Clock wiring as the flow saved it:
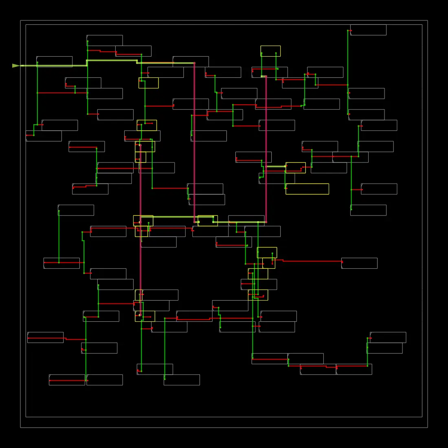
Logic cells by family:
The bar under the picture is 20 um long.
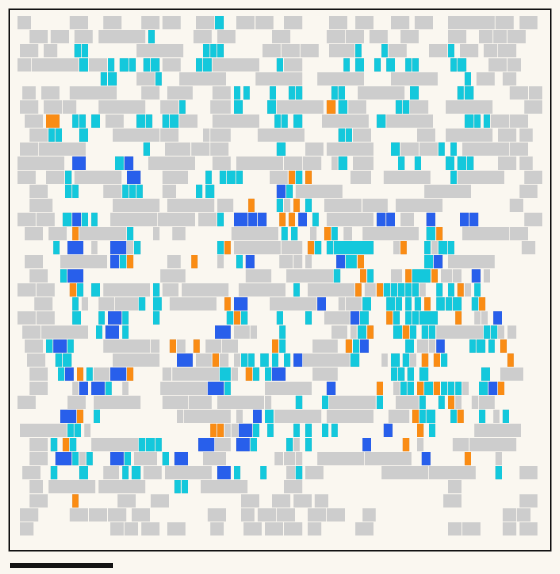
Routed metal, one color a layer:
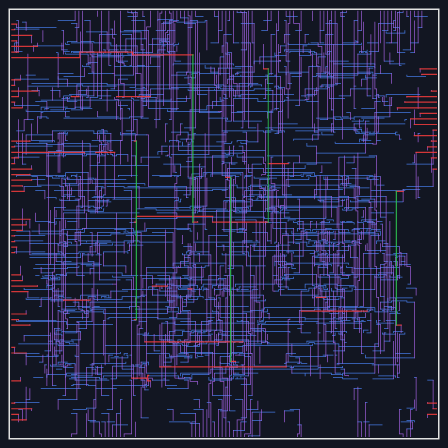
### config.mk
export PLATFORM = sky130hd
export DESIGN_NAME = mac_dot_sequencer_flat
export DESIGN_NICKNAME = d
export VERILOG_FILES = /design/src/rtl/mac_seq_pkg.sv /design/src/rtl/mac_dot_sequencer_if.sv /design/src/rtl/mac_seq_addr_gen.sv /design/src/rtl/mac_dot_sequencer.sv /design/src/flat_wrapper.sv
export SDC_FILE = /design/constraint.sdc
export NUM_CORES = 1
export LEC_CHECK = 0
export ABC_AREA = 1
export CAP_MARGIN = 20
export CORE_UTILIZATION = 40
export CTS_CLUSTER_DIAMETER = 150
export DETAILED_ROUTE_END_ITERATION = 6
export GPL_TIMING_DRIVEN = 0
export HOLD_SLACK_MARGIN = 0.03
export PLACE_DENSITY_LB_ADDON = 0.05
export SYNTH_ARGS = -nofsm -noshare
export SYNTH_HDL_FRONTEND = slang
export SYNTH_SLANG_ARGS = --single-unit
### constraint.sdc
create_clock -name clk -period 2.7 [get_ports clk]
set_input_delay 0.54 -clock clk [delete_from_list [all_inputs] [get_ports clk]]
set_output_delay 0.54 -clock clk [all_outputs]
set_load 0.02 [all_outputs]
### src/rtl/mac_seq_pkg.sv
// Shared widths, FSM state type and small helpers for the MAC dot-product sequencer.
package mac_seq_pkg;

  localparam int DATA_W    = 14;
  localparam int ACC_W     = 28;
  localparam int JOB_CYC_W = 16;

  typedef enum logic [2:0] {IDLE, CLR, ISSUE, DRAIN, RESULT} state_t;

  function automatic logic [JOB_CYC_W-1:0] satInc(input logic [JOB_CYC_W-1:0] v);
    return (v == '1) ? v : v + JOB_CYC_W'(1);
  endfunction

endpackage

### src/rtl/mac_dot_sequencer_if.sv
// Host, operand-memory and MAC signal bundle for the dot-product sequencer.
// The job_cycles member exists only when MAC_SEQ_JOB_CYCLES_EN is defined.
interface mac_dot_sequencer_if #(
  parameter int ADDR_W = 8,
  parameter int LEN_W  = 9
) ();
  import mac_seq_pkg::*;

  logic                     start;
  logic [ADDR_W-1:0]        base_addr_a;
  logic [ADDR_W-1:0]        base_addr_b;
  logic [LEN_W-1:0]         len;
  logic                     busy;
  logic                     mem_rd_en;
  logic [ADDR_W-1:0]        mem_addr_a;
  logic [ADDR_W-1:0]        mem_addr_b;
  logic signed [DATA_W-1:0] mem_rdata_a;
  logic signed [DATA_W-1:0] mem_rdata_b;
  logic                     mac_reset;
  logic                     mac_valid_in;
  logic signed [DATA_W-1:0] mac_a;
  logic signed [DATA_W-1:0] mac_b;
  logic signed [ACC_W-1:0]  mac_f;
  logic                     mac_valid_out;
  logic                     res_valid;
  logic signed [ACC_W-1:0]  res_data;
  logic                     res_ready;
`ifdef MAC_SEQ_JOB_CYCLES_EN
  logic [JOB_CYC_W-1:0]     job_cycles;
`endif

  modport master (
    input  start, base_addr_a, base_addr_b, len,
    input  mem_rdata_a, mem_rdata_b, mac_f, mac_valid_out, res_ready,
    output busy, mem_rd_en, mem_addr_a, mem_addr_b,
    output mac_reset, mac_valid_in, mac_a, mac_b,
`ifdef MAC_SEQ_JOB_CYCLES_EN
    output job_cycles,
`endif
    output res_valid, res_data
  );

  modport slave (
    output start, base_addr_a, base_addr_b, len,
    output mem_rdata_a, mem_rdata_b, mac_f, mac_valid_out, res_ready,
    input  busy, mem_rd_en, mem_addr_a, mem_addr_b,
    input  mac_reset, mac_valid_in, mac_a, mac_b,
`ifdef MAC_SEQ_JOB_CYCLES_EN
    input  job_cycles,
`endif
    input  res_valid, res_data
  );

endinterface

### src/rtl/mac_seq_addr_gen.sv
// Operand address generator: loads both base addresses and the element count,
// then steps the addresses (wrapping) once per issued read.
module mac_seq_addr_gen #(
  parameter int ADDR_W = 8,
  parameter int LEN_W  = 9
) (
  input  logic              clk,
  input  logic              reset,
  input  logic              i_load,
  input  logic [ADDR_W-1:0] i_base_a,
  input  logic [ADDR_W-1:0] i_base_b,
  input  logic [LEN_W-1:0]  i_len,
  input  logic              i_advance,
  output logic [ADDR_W-1:0] o_addr_a,
  output logic [ADDR_W-1:0] o_addr_b,
  output logic              o_rd_en,
  output logic              o_last
);

  logic [ADDR_W-1:0] r_addr_a;
  logic [ADDR_W-1:0] r_addr_b;
  logic [LEN_W-1:0]  r_remaining;

  always_ff @(posedge clk or posedge reset) begin
    if (reset) begin
      r_addr_a    <= '0;
      r_addr_b    <= '0;
      r_remaining <= '0;
    end else if (i_load) begin
      r_addr_a    <= i_base_a;
      r_addr_b    <= i_base_b;
      r_remaining <= i_len;
    end else if (i_advance) begin
      r_addr_a    <= r_addr_a + ADDR_W'(1);
      r_addr_b    <= r_addr_b + ADDR_W'(1);
      r_remaining <= r_remaining - LEN_W'(1);
    end
  end

  assign o_addr_a = r_addr_a;
  assign o_addr_b = r_addr_b;
  assign o_rd_en  = i_advance;
  assign o_last   = (r_remaining == LEN_W'(1));

endmodule

### src/rtl/mac_dot_sequencer.sv
// Drives one saturating MAC through a dot-product job and returns the accumulator.
// Optional cycle counter output enabled by defining MAC_SEQ_JOB_CYCLES_EN.
module mac_dot_sequencer
  import mac_seq_pkg::*;
#(
  parameter int ADDR_W = 8,
  parameter int LEN_W  = 9
) (
  input  logic                  clk,
  input  logic                  reset,
  mac_dot_sequencer_if.master   bus
);

  state_t                  r_state;
  state_t                  w_next_state;
  logic [LEN_W-1:0]        r_len;
  logic [LEN_W-1:0]        r_vout_cnt;
  logic signed [ACC_W-1:0] r_res_data;
  logic                    r_mac_valid_in;
  logic                    w_accept;
  logic                    w_final_pulse;
  logic                    w_issue;
  logic                    w_last;

  mac_seq_addr_gen #(.ADDR_W(ADDR_W), .LEN_W(LEN_W)) u_addr_gen (
    .clk       (clk),
    .reset     (reset),
    .i_load    (w_accept),
    .i_base_a  (bus.base_addr_a),
    .i_base_b  (bus.base_addr_b),
    .i_len     (bus.len),
    .i_advance (w_issue),
    .o_addr_a  (bus.mem_addr_a),
    .o_addr_b  (bus.mem_addr_b),
    .o_rd_en   (bus.mem_rd_en),
    .o_last    (w_last)
  );

  always_ff @(posedge clk or posedge reset) begin
    if (reset) r_state <= IDLE;
    else       r_state <= w_next_state;
  end

  // The final MAC result is the pulse that brings the counted total to len.
  always_comb begin
    w_next_state  = r_state;
    w_accept      = 1'b0;
    w_final_pulse = 1'b0;
    case (r_state)
      IDLE: begin
        if (bus.start) begin
          w_accept     = 1'b1;
          w_next_state = (bus.len == '0) ? RESULT : CLR;
        end
      end
      CLR:   w_next_state = ISSUE;
      ISSUE: if (w_last) w_next_state = DRAIN;
      DRAIN: begin
        if (bus.mac_valid_out && (r_vout_cnt == r_len - LEN_W'(1))) begin
          w_final_pulse = 1'b1;
          w_next_state  = RESULT;
        end
      end
      RESULT: if (bus.res_ready) w_next_state = IDLE;
      default: w_next_state = IDLE;
    endcase
  end

  always_ff @(posedge clk or posedge reset) begin
    if (reset) begin
      r_len          <= '0;
      r_vout_cnt     <= '0;
      r_res_data     <= '0;
      r_mac_valid_in <= 1'b0;
    end else begin
      r_mac_valid_in <= w_issue;
      if (w_accept) begin
        r_len      <= bus.len;
        r_vout_cnt <= '0;
        if (bus.len == '0) r_res_data <= '0;
      end else if ((r_state == ISSUE || r_state == DRAIN) && bus.mac_valid_out) begin
        r_vout_cnt <= r_vout_cnt + LEN_W'(1);
      end
      if (w_final_pulse) r_res_data <= bus.mac_f;
    end
  end

  assign w_issue          = (r_state == ISSUE);
  assign bus.busy         = (r_state != IDLE);
  assign bus.mac_reset    = reset | (r_state == CLR);
  assign bus.mac_valid_in = r_mac_valid_in;
  assign bus.mac_a        = bus.mem_rdata_a;
  assign bus.mac_b        = bus.mem_rdata_b;
  assign bus.res_valid    = (r_state == RESULT);
  assign bus.res_data     = r_res_data;

`ifdef MAC_SEQ_JOB_CYCLES_EN
  logic [JOB_CYC_W-1:0] r_cyc_cnt;
  logic [JOB_CYC_W-1:0] r_job_cycles;

  // Count from the accepting edge; the captured value includes the first RESULT cycle.
  always_ff @(posedge clk or posedge reset) begin
    if (reset) begin
      r_cyc_cnt    <= '0;
      r_job_cycles <= '0;
    end else begin
      if (w_accept) r_cyc_cnt <= JOB_CYC_W'(1);
      else if (r_state == CLR || r_state == ISSUE || r_state == DRAIN)
        r_cyc_cnt <= satInc(r_cyc_cnt);
      if (w_accept && bus.len == '0) r_job_cycles <= JOB_CYC_W'(1);
      else if (w_final_pulse)        r_job_cycles <= satInc(r_cyc_cnt);
    end
  end

  assign bus.job_cycles = r_job_cycles;
`endif

endmodule

### src/flat_wrapper.sv
// flat-port wrapper written by rule: the top's interface ports become plain ports
module mac_dot_sequencer_flat import mac_seq_pkg::*;
#(
  parameter int ADDR_W = 8,
  parameter int LEN_W  = 9
)
  (clk, reset, bus_start, bus_base_addr_a, bus_base_addr_b, bus_len, bus_mem_rdata_a, bus_mem_rdata_b, bus_mac_f, bus_mac_valid_out, bus_res_ready, bus_busy, bus_mem_rd_en, bus_mem_addr_a, bus_mem_addr_b, bus_mac_reset, bus_mac_valid_in, bus_mac_a, bus_mac_b, bus_res_valid, bus_res_data);
  mac_dot_sequencer_if #(.ADDR_W(ADDR_W), .LEN_W(LEN_W)) bus_i ();
  input  logic clk;
  input  logic reset;
  input wire logic [$bits(bus_i.start)-1:0] bus_start;
  input wire logic [$bits(bus_i.base_addr_a)-1:0] bus_base_addr_a;
  input wire logic [$bits(bus_i.base_addr_b)-1:0] bus_base_addr_b;
  input wire logic [$bits(bus_i.len)-1:0] bus_len;
  input wire logic [$bits(bus_i.mem_rdata_a)-1:0] bus_mem_rdata_a;
  input wire logic [$bits(bus_i.mem_rdata_b)-1:0] bus_mem_rdata_b;
  input wire logic [$bits(bus_i.mac_f)-1:0] bus_mac_f;
  input wire logic [$bits(bus_i.mac_valid_out)-1:0] bus_mac_valid_out;
  input wire logic [$bits(bus_i.res_ready)-1:0] bus_res_ready;
  output wire logic [$bits(bus_i.busy)-1:0] bus_busy;
  output wire logic [$bits(bus_i.mem_rd_en)-1:0] bus_mem_rd_en;
  output wire logic [$bits(bus_i.mem_addr_a)-1:0] bus_mem_addr_a;
  output wire logic [$bits(bus_i.mem_addr_b)-1:0] bus_mem_addr_b;
  output wire logic [$bits(bus_i.mac_reset)-1:0] bus_mac_reset;
  output wire logic [$bits(bus_i.mac_valid_in)-1:0] bus_mac_valid_in;
  output wire logic [$bits(bus_i.mac_a)-1:0] bus_mac_a;
  output wire logic [$bits(bus_i.mac_b)-1:0] bus_mac_b;
  output wire logic [$bits(bus_i.res_valid)-1:0] bus_res_valid;
  output wire logic [$bits(bus_i.res_data)-1:0] bus_res_data;
  assign bus_i.start = bus_start;
  assign bus_i.base_addr_a = bus_base_addr_a;
  assign bus_i.base_addr_b = bus_base_addr_b;
  assign bus_i.len = bus_len;
  assign bus_i.mem_rdata_a = bus_mem_rdata_a;
  assign bus_i.mem_rdata_b = bus_mem_rdata_b;
  assign bus_i.mac_f = bus_mac_f;
  assign bus_i.mac_valid_out = bus_mac_valid_out;
  assign bus_i.res_ready = bus_res_ready;
  assign bus_busy = bus_i.busy;
  assign bus_mem_rd_en = bus_i.mem_rd_en;
  assign bus_mem_addr_a = bus_i.mem_addr_a;
  assign bus_mem_addr_b = bus_i.mem_addr_b;
  assign bus_mac_reset = bus_i.mac_reset;
  assign bus_mac_valid_in = bus_i.mac_valid_in;
  assign bus_mac_a = bus_i.mac_a;
  assign bus_mac_b = bus_i.mac_b;
  assign bus_res_valid = bus_i.res_valid;
  assign bus_res_data = bus_i.res_data;
  mac_dot_sequencer #(.ADDR_W(ADDR_W), .LEN_W(LEN_W)) u_core (.clk(clk), .reset(reset), .bus(bus_i));
endmodule
==> impl_metrics.ini <==
; yosys + openroad results
[timing]
setup_ws_ps = 176.0
hold_ws_ps = 512.8
setup_viol = 0
rsz0062_at_grt = no
hold_viol = 0
period_used_share = 0.9348
fmaxAchievable_ghz = 0.3962
min_period_ps = 2524
slew_headroom = 0.4098
tightestPinTransition_ps = 880.4
slew_viol_final = 0

[yosys]
yosys_area_sq_mm = 0.004198
synthMuxAreaShare = 0
adder_share = 0.01788
common_cells = 187 x nand2_1, 75 x dfrtp_1, 58 x nand3_1
fp_nets = 641
xor_share = 0.02295
synth.distinct_cells = 31
synth_seq_share = 0.4471
ys_sh_aoi = 0.08167
largest_area_cell = dfrtp_1
ys_cells = 549
top_cell_area_share = 0.4471
flop_cell = dfrtp_1
edf_count = 0
syn_area_per_cell_sq_um = 7.646
synth_cells = 549
synth_warnings = 0
netlist_area_sq_mm = 0.004198
numSynthFlops = 75

[final_layout]
num-multi-input-gates = 374
final-seq-area_sq_mm = 0.001877
buf_share = 0.2814
final-clk-cell-share = 0.03533
logic_area_sq_mm = 0.001815
layout_top_cells = 187 x nand2_1, 132 x clkdlybuf4s50_1, 75 x dfrtp_1, 58 x nand3_1, 49 x inv_1
clkbuf_count = 11
dominant_cells = registers
fin_nets = 791
stdcell_area_sq_mm = 0.005984
antennaDiodeCount = 0
largest_reg_flops = 28
seq_area_frac = 0.3136
nFillCells = 966
inverters_excl_clock = 59
layout-drive-gt1-share = 0.1037

[power]
internal-power_uw = 1896
switchingPower_uw = 757.0
clock_power_share = 0.346
seqPwrFrac = 0.473
combPwrFrac = 0.182
power_leader = registers
powerClk_uw = 917
power_switching_share = 0.2854
ir_worst_vdd_mv = 0.2150
p_comb_uw = 482
p_leak_uw = 0.002982
cellPowerDensity_mw_per_mm2 = 443.3

[hold_path]
hp-start = u_core.bus.res_data[19]
holdPathEnd = u_core.bus.res_data[19]
hold_class = reg2reg

[die]
die_width_um = 104.4
rows = 37
coreArea_sq_mm = 0.01023
die.size.y_um = 104.4
chipArea_sq_mm = 0.01091
nWellTaps = 136
fp_util = 0.4103
io-pin-count = 163

[placement]
pre_cts_ws_ps = -866.9
globalplace.congestion = 0.8247
io_buffers = 134
place_area_sq_mm = 0.005733

[job]
warnings = 27
drv_cap = 0

[grt]
antenna_found_initial = 0
grt-ovfl-total = 0
grt_pass1_wl_um = 18980
grt_max_degree = 42

[clock_network]
clockRootBuffer = clkbuf_8
cts_tree = built
cts.sink_count = 75
clk_pin_slew_ps = 90
cts_max_path_buffers = 2
hold_buffers = 0
ctsResizeCount = 5
htree_levels = 3

[drt]
firstDrtPassIters = 4
via_per_inst = 4.848
drt_iter0_drc = 189
drc = 0
ant_nets = 0

[critical_path]
crit_start = reset
reg2regPathDepth = 13
crit_type = in2out
r2r_end = u_core.bus.res_data[6]
r2r_slack_ps = 530
worstPathArrival_ps = 1980
startpoint_type = primary input
crit_path_end_kind = output pin
cp_max_fo = 41
r2r_start = u_core.r_len[0]

[outcome]
status = finished, final reports clean
-- 'clock wiring as the flow saved it' (at the start) --
CTS Buf Count: 9
Final Skew: 12.31 ps
Seq cells: 75

-- 'logic cells by family' (at the start) --
family	color	cells	most used
NAND gates	cyan	250	nand2_1
inverting AOI/OAI gates	blue	54	o21ai_0
inverters	orange	59	inv_1
most numerous logic cell after layout: nand2_1
multi-input combinational area share: 0.3034
post-route insts no fill: 840

-- 'routed metal, one color a layer' (at the start) --
layer	color	wire length
met2	purple	5,610 um
met3	red	397 um
met1	blue	5,120 um
met4	green	199 um
Avg WL per Cell: 13.48 um
via count: 4,072
Post-Route WL: 11,320 um
overall global routing resource usage: 0.2179

-- through the flow --
step | util | setup TNS, ps | std cells | total power [uW]
6_report | 0.5849 | 0 | 840 | 2653
5_1_grt | 0.5849 | 0 | 840 | 2806
4_1_cts | 0.5832 | 0 | 838 | 2687
3_5_place_dp | 0.5604 | -1081 | 820 | 1758
3_3_place_gp | 0.5584 | -1621 | 819 | 1743
2_1_floorplan | - | 0 | 549 | 1553
-- layer usage --
metal  up-vias  routed length, um  track usage
met3        12                396      0.02318
met1      1925               5115       0.2895
met2       101               5611       0.3652
li1       2034                  -            -
met4         0                199      0.08163
met5         -                  0            0
-- worst max-delay path: stages --
cell and delay (ps):
clkdlybuf4s50_1 600, clkinvlp_4 180, buf_12 210, nand2_1 80, dlygate4sd2_1 360
Power and IR drop assume default switching activity.
